$ cat src/rtl/adder_accumulator_seq.sv
// adder_accumulator_seq
// Sequencer/accumulator wrapped around an external structural ripple adder.
// Operands arrive over a valid/ready handshake, are presented to the adder
// together with the running accumulator, and the adder outputs are captured
// after a programmable settle time. Each result is offered downstream over a
// second valid/ready handshake. A sticky overflow flag ORs every captured
// overflow since the last clear.

module adder_accumulator_seq #(
    parameter int unsigned WIDTH         = 4,
    // Edges the adder inputs are held before its outputs are sampled; >= 1.
    parameter int unsigned SETTLE_CYCLES = 1
) (
    input  logic             clk,
    input  logic             reset,
    // Operand input
    input  logic             in_valid,
    output logic             in_ready,
    input  logic [WIDTH-1:0] in_operand,
    input  logic             in_clear,
    // To / from the external adder
    output logic [WIDTH-1:0] adder_a,
    output logic [WIDTH-1:0] adder_b,
    input  logic [WIDTH-1:0] adder_sum,
    input  logic             adder_carryout,
    input  logic             adder_overflow,
    // Result output
    output logic             out_valid,
    input  logic             out_ready,
    output logic [WIDTH-1:0] out_sum,
    output logic             out_carryout,
    output logic             out_overflow,
    output logic             sticky_overflow
);

    localparam int unsigned CntW = (SETTLE_CYCLES > 1) ? $clog2(SETTLE_CYCLES) : 1;
    localparam logic [CntW-1:0] CntInit = CntW'(SETTLE_CYCLES - 1);

    typedef enum logic [1:0] {
        StIdle,
        StWait,
        StHold
    } state_e;

    state_e           state_q;
    logic [CntW-1:0]  cnt_q;
    // The accumulator doubles as the presented sum: a captured result is the
    // new accumulator by definition.
    logic [WIDTH-1:0] acc_q;
    logic [WIDTH-1:0] adder_a_q;
    logic [WIDTH-1:0] adder_b_q;
    logic             carry_q;
    logic             ovf_q;
    logic             sticky_q;

    // Sequencer: accept operand, hold adder inputs for the settle time,
    // capture the adder outputs, then hold the result until it is consumed.
    always_ff @(posedge clk or posedge reset) begin
        if (reset) begin
            state_q   <= StIdle;
            cnt_q     <= '0;
            acc_q     <= '0;
            adder_a_q <= '0;
            adder_b_q <= '0;
            carry_q   <= 1'b0;
            ovf_q     <= 1'b0;
            sticky_q  <= 1'b0;
        end else begin
            unique case (state_q)
                StIdle: begin
                    if (in_valid) begin
                        // A clear restarts the running sum from zero.
                        adder_a_q <= in_clear ? '0 : acc_q;
                        adder_b_q <= in_operand;
                        if (in_clear) begin
                            sticky_q <= 1'b0;
                        end
                        cnt_q   <= CntInit;
                        state_q <= StWait;
                    end
                end
                StWait: begin
                    if (cnt_q == '0) begin
                        // Flags come straight from the adder; never recomputed here.
                        acc_q    <= adder_sum;
                        carry_q  <= adder_carryout;
                        ovf_q    <= adder_overflow;
                        sticky_q <= sticky_q | adder_overflow;
                        state_q  <= StHold;
                    end else begin
                        cnt_q <= cnt_q - 1'b1;
                    end
                end
                StHold: begin
                    if (out_ready) begin
                        state_q <= StIdle;
                    end
                end
                default: begin
                    state_q <= StIdle;
                end
            endcase
        end
    end

    // Handshake flags decode directly from the state register.
    always_comb begin
        in_ready  = (state_q == StIdle);
        out_valid = (state_q == StHold);
    end

    // Output drive from the holding registers.
    always_comb begin
        adder_a         = adder_a_q;
        adder_b         = adder_b_q;
        out_sum         = acc_q;
        out_carryout    = carry_q;
        out_overflow    = ovf_q;
        sticky_overflow = sticky_q;
    end

endmodule

$ cat config.mk
export PLATFORM = sky130hd
export DESIGN_NAME = adder_accumulator_seq
export DESIGN_NICKNAME = d
export VERILOG_FILES = /design/src/rtl/adder_accumulator_seq.sv
export SDC_FILE = /design/constraint.sdc
export NUM_CORES = 1
export LEC_CHECK = 0
export ABC_CLOCK_PERIOD_IN_PS = 1400
export CAP_MARGIN = 25
export CORE_MARGIN = 2
export CORE_UTILIZATION = 25
export DETAILED_ROUTE_END_ITERATION = 16
export RECOVER_POWER = 100
export SYNTH_ARGS = -nofsm -noshare
export SYNTH_HDL_FRONTEND = slang
export SYNTH_SLANG_ARGS = --single-unit
$ cat constraint.sdc
create_clock -name clk -period 1.4 [get_ports clk]
set_input_delay 0.14 -clock clk [delete_from_list [all_inputs] [get_ports clk]]
set_output_delay 0.14 -clock clk [all_outputs]
set_load 0.03 [all_outputs]
==> flow_summary_export.csv <==
group,metric,value,unit
clocking,cts_buffers,3,
detailed_routing,met1_length,588,um
timing,setup_tns,0,ps
detailed_routing,met3_length,108,um
yosys,synth_top_cell_by_area,"dfrtp_1",
yosys,yosys-stat-cells,47,
final_layout,drive_gt1_frac,0.289,
placed_design,dp_cells,110,
global_route,grt_overflow,0,
final_layout,nets,99,
critical_path,timing.reg2reg.setup_slack,140,ps
yosys,avgSynthCellArea,15.0,sq um
power,p_per_area,2320,mW/mm^2
clocking,clk_pin_slew_worst_paths,100,ps
yosys,ys_types,13,
global_route,grt_util_met3,0.0295,
clocking,htree_levels,1,
yosys,flop_cell,"dfrtp_1",
yosys,edf_count,0,
yosys,postSynthSeqShare,0.605,
clocking,cts_root_buf,"clkbuf_4",
global_route,grt_pass1_wl,2.57,mm
final_layout,area_growth,48.8,%
critical_path,endpoint,"out_valid",
critical_path,cp_max_fo,5,
critical_path,cp.required,1260,ps
global_route,grt_pass1_vias,542,
global_route,grtUsageMet2,0.163,
detailed_routing,firstDrtPassIters,3,
placed_design,place_congestion,0.614,
placed_design,io_buffers,31,
critical_path,cp.arrival,1150,ps
yosys,synth_top_cell_by_count,"dfrtp_1",
timing,slew_headroom,0.382,
detailed_routing,remaining_drc_errors,0,
power,ir_drop,0.00106,V
timing,worst_pin_slew,927,ps
final_layout,diodes,0,
detailed_routing,num_vias,494,
floorplanning,fp_util,0.259,
floorplanning,die_w,57.0,um
global_route,met1_usage,0.118,
status,outcome,"finished, final reports clean",
yosys,synth_cells,47,
floorplanning,row_count,19,
timing,hold_violations,0,
job,openroad.warnings,26,
clocking,clockBufferDepth,2,
critical_path,worstSetupStartpoint,"state_q[0]",
yosys,yosys.stat.chipArea,703,sq um
layout make-up:
cell class | count | share of cell area
tap | 31 | 0.0371
multi-input combinational | 26 | 0.237
timing repair buffer | 34 | 0.287
inverter | 2 | 0.00718
sequential | 17 | 0.407
clock buffer | 4 | 0.0251
sequential cells by signal (all words and copies together) (netlist names):
signal,count
adder_a,4
state_q,2
sticky_overflow,1
out_sum,4
out_overflow,1
out_carryout,1
adder_b,4
worst max-delay path, stage by stage (launching register included):
cell and delay (ps):
dfrtp_1 430, and2b_2 230, clkbuf_2 200
kinds of logic (layout without fill, tap and decap cells):
family	Yosys count	in the layout	synth area share
DFF	17	17	0.605
muxes	14	14	0.224
and+or+nand+nor	10	10	0.101
buffers and inverters	4	40	0.0427
AOI/OAI and AO/OA	2	2	0.0267
per-stage QoR:
step,area [sq um],util
floorplan,703,-
global placement,1050,0.387
detailed placement,1050,0.387
CTS,1060,0.390
global route,1050,0.386
finish,1050,0.386
power groups by stage:
stage	Combinational, mW	Clock (mW)	Sequential [mW]
after global routing	1.37	0.301	0.910
after global placement	1.48	0	0.880
after CTS	1.33	0.278	0.871
after detailed placement	1.49	0	0.890
final	1.30	0.258	0.866
after floorplan	0.471	0	1.31
cells in the final DEF (no fill, tap or decap):
| master | instances |
|---|---|
| mux2_1 | 1 |
| dlygate4sd2_1 | 15 |
| clkdlybuf4s50_1 | 13 |
| dfrtp_1 | 17 |
| nor2b_1 | 5 |
| clkbuf_2 | 2 |
| mux2_2 | 13 |
| clkbuf_1 | 2 |
| inv_1 | 2 |
| nand3b_1 | 1 |
| nor3b_2 | 1 |
| buf_4 | 2 |
| nor2_1 | 1 |
| a221o_1 | 1 |
| and2_2 | 1 |
| a21o_2 | 1 |
| dlygate4sd3_1 | 1 |
| clkbuf_4 | 3 |
| and2b_2 | 1 |
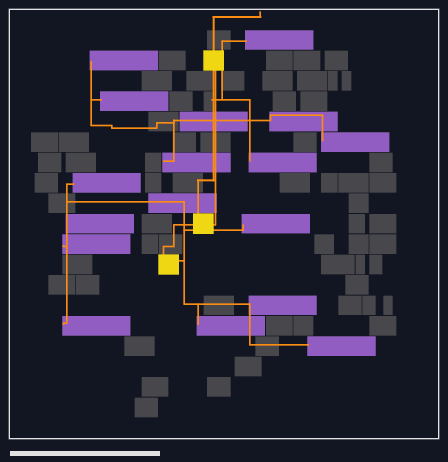
clock_map.png
Bar = 20 um.
- purple: flip-flops (count 17)
- yellow: cells driving clock nets (count 3)
- orange: clock wires (length 232 um)
- routed clock nets: 4
clock share of power: 0.107
clock skew: 2.09 ps
clk ins delay skew pair: 280 ps
Clk power: 258 uW

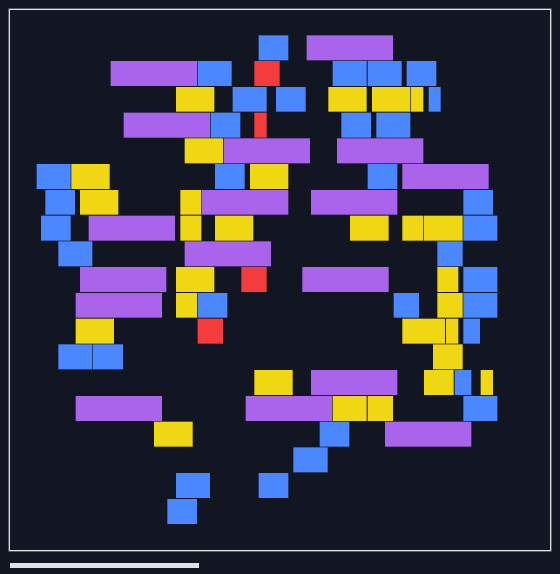
cell_classes.png
Bar = 20 um.
- blue: other buffers and delay cells (cells 34; share of their area 30%)
- purple: flip-flops (cells 17; share of their area 42%)
- red: clock drivers and dummy loads (cells 4; share of their area 2.6%)
- yellow: all other logic (cells 28; share of their area 25%)
flop share of the area: 0.407
Final Cell Area: 0.00105 sq mm
post-layout util: 0.386

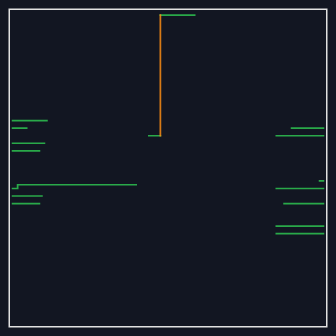
metal_stack.png
Two of the layers only.
- green: met3 (wire length 108 um)
- orange: met4 (wire length 21.8 um)
routed len/inst: 12.5 um
Total Routing Usage GR: 0.102
final WL: 1.43 mm

Power and IR drop assume default switching activity.
